**src/rtl/lc3b_types.sv**
```systemverilog
// rtl/lc3b_types.sv - LC-3b shared types plus branch-resolve queue entry and FSM state
package lc3b_types;

  typedef logic [15:0] lc3b_word;
  typedef logic [3:0]  lc3b_opcode;

  localparam lc3b_opcode op_br = 4'b0000;

  // One in-flight prediction as captured at fetch
  typedef struct packed {
    lc3b_word pc;
    logic     taken;
    lc3b_word target;
  } br_pred_t;

  typedef enum logic {
    ST_RUN   = 1'b0,
    ST_FLUSH = 1'b1
  } br_state_t;

endpackage

```
**src/rtl/br_pred_fifo.sv**
```systemverilog
// rtl/br_pred_fifo.sv - in-flight branch prediction queue with synchronous clear
module br_pred_fifo
  import lc3b_types::*;
#(
  parameter int DEPTH = 4
) (
  input  logic     clk,
  input  logic     reset_n,
  input  logic     push,
  input  logic     pop,
  input  logic     clear,
  input  br_pred_t wdata,
  output br_pred_t head,
  output logic     full,
  output logic     empty
);

  localparam int AW = (DEPTH > 1) ? $clog2(DEPTH) : 1;
  localparam int CW = $clog2(DEPTH) + 1;

  logic [AW-1:0] wr_ptr;
  logic [AW-1:0] rd_ptr;
  logic [CW-1:0] count;
  br_pred_t      mem [DEPTH];

  // Pointer advance with explicit wrap so non-power-of-two depths stay correct
  function automatic logic [AW-1:0] wrap_inc(input logic [AW-1:0] p);
    return (p == AW'(DEPTH - 1)) ? '0 : p + AW'(1);
  endfunction

  assign full  = (count == CW'(DEPTH));
  assign empty = (count == '0);
  assign head  = mem[rd_ptr];

  // Pointer and occupancy tracking; clear wins over any same-cycle push/pop
  always_ff @(posedge clk or negedge reset_n) begin
    if (!reset_n) begin
      wr_ptr <= '0;
      rd_ptr <= '0;
      count  <= '0;
    end else if (clear) begin
      wr_ptr <= '0;
      rd_ptr <= '0;
      count  <= '0;
    end else begin
      if (push) wr_ptr <= wrap_inc(wr_ptr);
      if (pop)  rd_ptr <= wrap_inc(rd_ptr);
      if (push && !pop)      count <= count + CW'(1);
      else if (pop && !push) count <= count - CW'(1);
    end
  end

  // Entry storage; a full push+pop overwrites the slot whose old value is read this cycle
  always_ff @(posedge clk) begin
    if (push && !clear) mem[wr_ptr] <= wdata;
  end

endmodule

```
**src/rtl/br_resolve.sv**
```systemverilog
// rtl/br_resolve.sv - WB-stage branch resolution: compare, redirect, flush and predictor update
module br_resolve
  import lc3b_types::*;
#(
  parameter int DEPTH        = 4,
  parameter int FLUSH_CYCLES = 3
) (
  input  logic        clk,
  input  logic        reset_n,
  input  logic        pred_valid,
  input  logic [15:0] pred_pc,
  input  logic        pred_taken,
  input  logic [15:0] pred_target,
  output logic        fetch_stall,
  input  logic        res_valid,
  input  logic [3:0]  opcode_wb,
  input  logic [15:0] pc_wb,
  input  logic        actual_taken,
  input  logic [15:0] actual_target,
  output logic        flush,
  output logic        redirect_valid,
  output logic [15:0] redirect_pc,
  output logic        upd_valid,
  output logic [15:0] upd_pc,
  output logic [15:0] upd_target,
  output logic        res_err,
  output logic [15:0] br_count,
  output logic [15:0] mp_count
);

  localparam int FW = (FLUSH_CYCLES > 1) ? $clog2(FLUSH_CYCLES) : 1;
  localparam logic [FW-1:0] FLUSH_LOAD = FW'(FLUSH_CYCLES - 1);

  br_state_t state, state_next;
  logic [FW-1:0] fcnt, fcnt_next;

  br_pred_t head;
  br_pred_t wdata;
  logic     full, empty;
  logic     run, resolve, pop, push, mispredict;

  assign wdata = '{pc: pred_pc, taken: pred_taken, target: pred_target};

  assign run        = (state == ST_RUN);
  assign resolve    = res_valid && (opcode_wb == op_br) && run;
  assign pop        = resolve && !empty;
  assign push       = pred_valid && run && (!full || pop);
  assign mispredict = pop && ((head.pc != pc_wb) || (head.taken != actual_taken) ||
                              (actual_taken && (head.target != actual_target)));

  assign fetch_stall = full;

  br_pred_fifo #(.DEPTH(DEPTH)) u_fifo (
    .clk     (clk),
    .reset_n (reset_n),
    .push    (push),
    .pop     (pop),
    .clear   (mispredict),
    .wdata   (wdata),
    .head    (head),
    .full    (full),
    .empty   (empty)
  );

  // FSM state and flush countdown registers
  always_ff @(posedge clk or negedge reset_n) begin
    if (!reset_n) begin
      state <= ST_RUN;
      fcnt  <= '0;
    end else begin
      state <= state_next;
      fcnt  <= fcnt_next;
    end
  end

  // Next state: mispredict enters FLUSH, which stays until the cycle the counter reads zero
  always_comb begin
    state_next = state;
    fcnt_next  = fcnt;
    case (state)
      ST_RUN: begin
        if (mispredict) begin
          state_next = ST_FLUSH;
          fcnt_next  = FLUSH_LOAD;
        end
      end
      ST_FLUSH: begin
        if (fcnt == '0) state_next = ST_RUN;
        else            fcnt_next  = fcnt - FW'(1);
      end
      default: state_next = ST_RUN;
    endcase
  end

  // Registered outputs, one cycle after the resolving cycle
  always_ff @(posedge clk or negedge reset_n) begin
    if (!reset_n) begin
      flush          <= 1'b0;
      redirect_valid <= 1'b0;
      redirect_pc    <= '0;
      upd_valid      <= 1'b0;
      upd_pc         <= '0;
      upd_target     <= '0;
      res_err        <= 1'b0;
      br_count       <= '0;
      mp_count       <= '0;
    end else begin
      flush          <= (state_next == ST_FLUSH);
      redirect_valid <= mispredict;
      if (mispredict) redirect_pc <= actual_taken ? actual_target : pc_wb + 16'd2;
      upd_valid      <= pop && actual_taken;
      if (pop && actual_taken) begin
        upd_pc     <= pc_wb;
        upd_target <= actual_target;
      end
      res_err <= resolve && empty;
      if (pop && (br_count != 16'hFFFF))        br_count <= br_count + 16'd1;
      if (mispredict && (mp_count != 16'hFFFF)) mp_count <= mp_count + 16'd1;
    end
  end

endmodule

```
**config.mk**
```make
export PLATFORM = sky130hd
export DESIGN_NAME = br_resolve
export DESIGN_NICKNAME = d
export VERILOG_FILES = /design/src/rtl/lc3b_types.sv /design/src/rtl/br_pred_fifo.sv /design/src/rtl/br_resolve.sv
export SDC_FILE = /design/constraint.sdc
export NUM_CORES = 1
export LEC_CHECK = 0
export CORE_UTILIZATION = 40
export CTS_BUF_LIST = sky130_fd_sc_hd__clkbuf_16
export DETAILED_ROUTE_END_ITERATION = 7
export MAX_ROUTING_LAYER = met4
export SETUP_SLACK_MARGIN = 0.2
export SLEW_MARGIN = 20
export SYNTH_ARGS = -nofsm -noshare
export SYNTH_HDL_FRONTEND = slang
export SYNTH_SLANG_ARGS = --single-unit
```
**constraint.sdc**
```tcl
create_clock -name clk -period 9.3 [get_ports clk]
set_input_delay 0.93 -clock clk [delete_from_list [all_inputs] [get_ports clk]]
set_output_delay 0.93 -clock clk [all_outputs]
set_load 0.005 [all_outputs]
```
==> summary.txt <==
run results: number of logged tool warnings=29, CTS tree=done, largest net degree at the start of global routing=80, wire length on met1=9520 um, remaining antenna violation count=0, power per cell area=231 nW/um^2, Crit. End Element=register, setup_tns=0 ps, Worst-path clk slew=60 ps, CP Class=register to register, Final Hold Vio Count=0, critical path launch point type=register, Routed WL per cell=19.7 um, Max IR drop VDD=0.000132 V, DRT Pass-1 Iters=5, Switch Pwr=0.713 mW, # hold bufs at CTS=0, Comb pwr share=20.4%, sequential share of power=48.4%, most frequent cell on the critical path=buf_4, FP Core Util=40.8%, yosys cell count=602, reg2reg setup slack=5190 ps, worst-path cell chain=buf_4 -> mux4_2 -> xor2_1 -> nor4_1 -> nand4_1 -> a211o_1 -> buf_4 -> nand2_8 -> and3_1 -> buf_4, Commonest Layout Cell=clkdlybuf4s50_1, most frequent cells in the layout=clkdlybuf4s50_1 (157), edfxtp_1 (132), dfrtp_1 (92), critical path's largest stage delay=600 ps, core area=23400 um^2, clock root cell=clkbuf_16, global route overflow=0, status=completed, vias in the first global route=5822, Late-Pin Clk Latency=510 ps, Slew headroom=41.4%, CTS H-tree depth=1, fraction of final layout cells with drive strength greater than 1=16.6%, Placed Cells=1065, Post-CTS Setup Inserts=0, CP max stage cell=mux4_2, Post-route DRC=0, die width=156 um, f_max=243 MHz, CP Data Required Time=9440 ps
==> flip-flops by register name (all words and copies together) (netlist names) <==
name and flops:
u_fifo.mem 132, br_count 16, mp_count 16, redirect_pc 16, upd_pc 16, upd_target 16
u_fifo.count 3, fcnt 2, u_fifo.rd_ptr 2, u_fifo.wr_ptr 2, flush 1, redirect_valid 1
res_err 1, upd_valid 1
==> power by group through the flow <==
| stage | clock (mW) | sequential [mW] | combinational, mW |
|---|---|---|---|
| floorplan | 0 | 1.37 | 0.263 |
| global placement | 0 | 1.37 | 0.570 |
| detailed placement | 0 | 1.38 | 0.584 |
| CTS | 0.908 | 1.36 | 0.588 |
| global route | 0.946 | 1.38 | 0.633 |
| finish | 0.881 | 1.36 | 0.574 |
==> worst max-delay path, delay by kind of cell, from the launching register on <==
| kind | cells | cell delay [ps] |
|---|---|---|
| muxes | 1 | 600 |
| buffers and inverters | 3 | 1270 |
| and+or+nand+nor | 4 | 1010 |
| AOI/OAI and AO/OA | 1 | 330 |
| DFF | 1 | 340 |
| xor gates and xnor gates | 1 | 150 |
==> cell type report <==
cell class              instances  area (um^2)  area share (%)
inverters                      13         48.8           0.401
flip-flops and latches        225         6290            51.7
multi-input cells             339         3030            24.9
clock buffers                  25          626            5.14
clock inverters                19          114           0.935
well taps                     319          399            3.28
repair buffers                169         1670            13.7
==> layer usage <==
metal  GRT usage [%]  vias to the layer above
li1                -                     2570
met1            25.5                     2807
met2            30.7                      180
met3            2.96                       21
met4            4.01                        0
met5               -                        -
==> cell usage after synthesis (all sizes together), types with 3 or more instances <==
cell      n  share of area [%]
ha        9                1.2
inv      13               0.51
o21ai    18               0.94
nand2    41                1.8
dfrtp    93                 24
nor2     18               0.71
mux4     33                7.8
clkbuf   14               0.55
nand3    27                1.4
and3     14               0.92
mux2     48                6.1
xnor2    40                3.7
a21oi    10               0.52
nor3      5               0.26
and4      3               0.28
buf      11                1.2
nand4     9               0.59
xor2     36                3.3
nor4      8               0.52
edfxtp  132                 42
a31oi     3               0.20
==> kinds of logic (layout without fill, tap and decap cells) <==
| family | count (synthesis) | count (layout) | synth area share (%) |
|---|---|---|---|
| simple gates | 135 | 135 | 7.17 |
| flops | 225 | 225 | 65.9 |
| buf+inv | 38 | 226 | 2.28 |
| mux | 83 | 83 | 14.1 |
| xor+xnor | 76 | 76 | 6.98 |
| fa+ha+maj | 10 | 10 | 1.39 |
| compound gates | 35 | 35 | 2.18 |
==> stage by stage <==
step	setup slack [ps]	instance area (um^2)	hold WS, ps
CTS	5080	12200	258
floorplan	5730	9540	473
global placement	5150	11400	476
detailed placement	5110	11400	489
finish	5190	12200	270
global route	4860	12200	269
==> worst max path at each step <==
stage,end,cells past startpoint,from
floorplan,u_fifo.mem[0][0],11,u_fifo.rd_ptr[0]
global placement,u_fifo.mem[2][14],10,u_fifo.rd_ptr[0]
detailed placement,u_fifo.mem[0][0],10,u_fifo.rd_ptr[0]
CTS,u_fifo.mem[0][12],10,u_fifo.rd_ptr[0]
global route,u_fifo.mem[1][17],10,u_fifo.rd_ptr[0]
finish,u_fifo.mem[0][29],10,u_fifo.rd_ptr[0]
met1.png
Supply wires on this layer in gray.
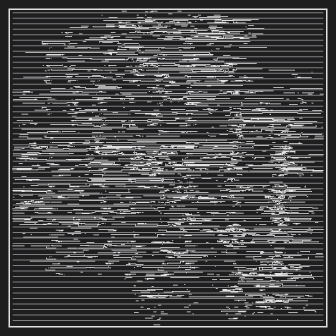
- nets with wire on the layer: 772
- main direction: horizontal
- wire length on this layer: 9520 um
- share of all routed wire: 44%
- longest straight run: 54.3 um
GRT met1 Usage: 25.5%
Via Count: 5578
routed wire length: 21800 um

met2.png
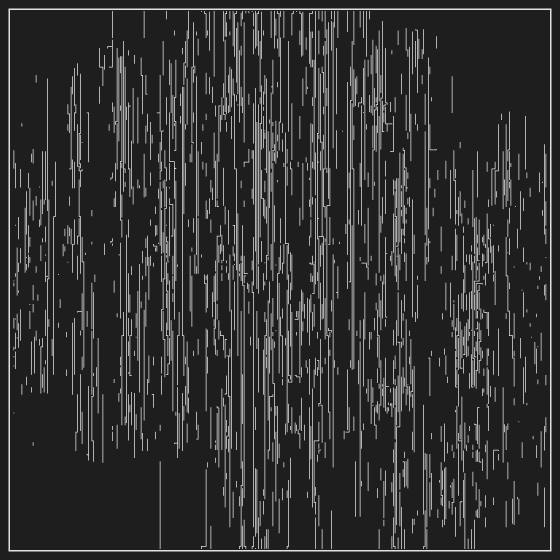
- main direction: vertical
- longest straight run: 72.0 um
- share of all routed wire: 49%
- wire length on this layer: 10600 um

met3.png
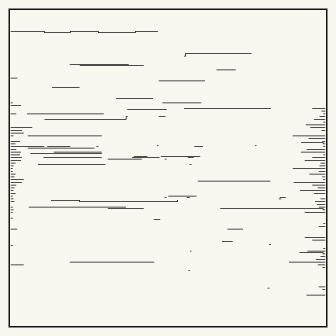
- wire length on this layer: 1370 um
- share of all routed wire: 6.3%
met3 Resource Use GR: 2.96%

met4.png
The bar under the picture is 50 um long. Supply wires on this layer in gray.
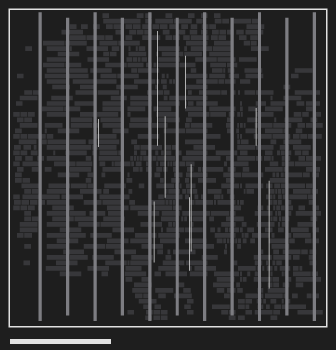
- longest straight run: 56.4 um
- nets with wire on the layer: 5
- share of all routed wire: 1.5%
- wire length on this layer: 316 um

final_clocks.png
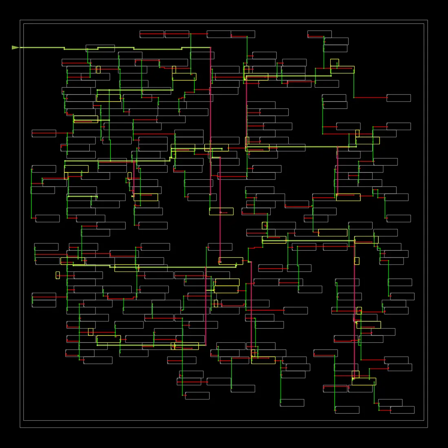
number of clock sinks seen by CTS: 225
TritonCTS Buffers: 24
skew final: 8.13 ps
clock group total power: 0.881 mW

Power figures rest on the tool's default switching activity, not on a simulated workload.
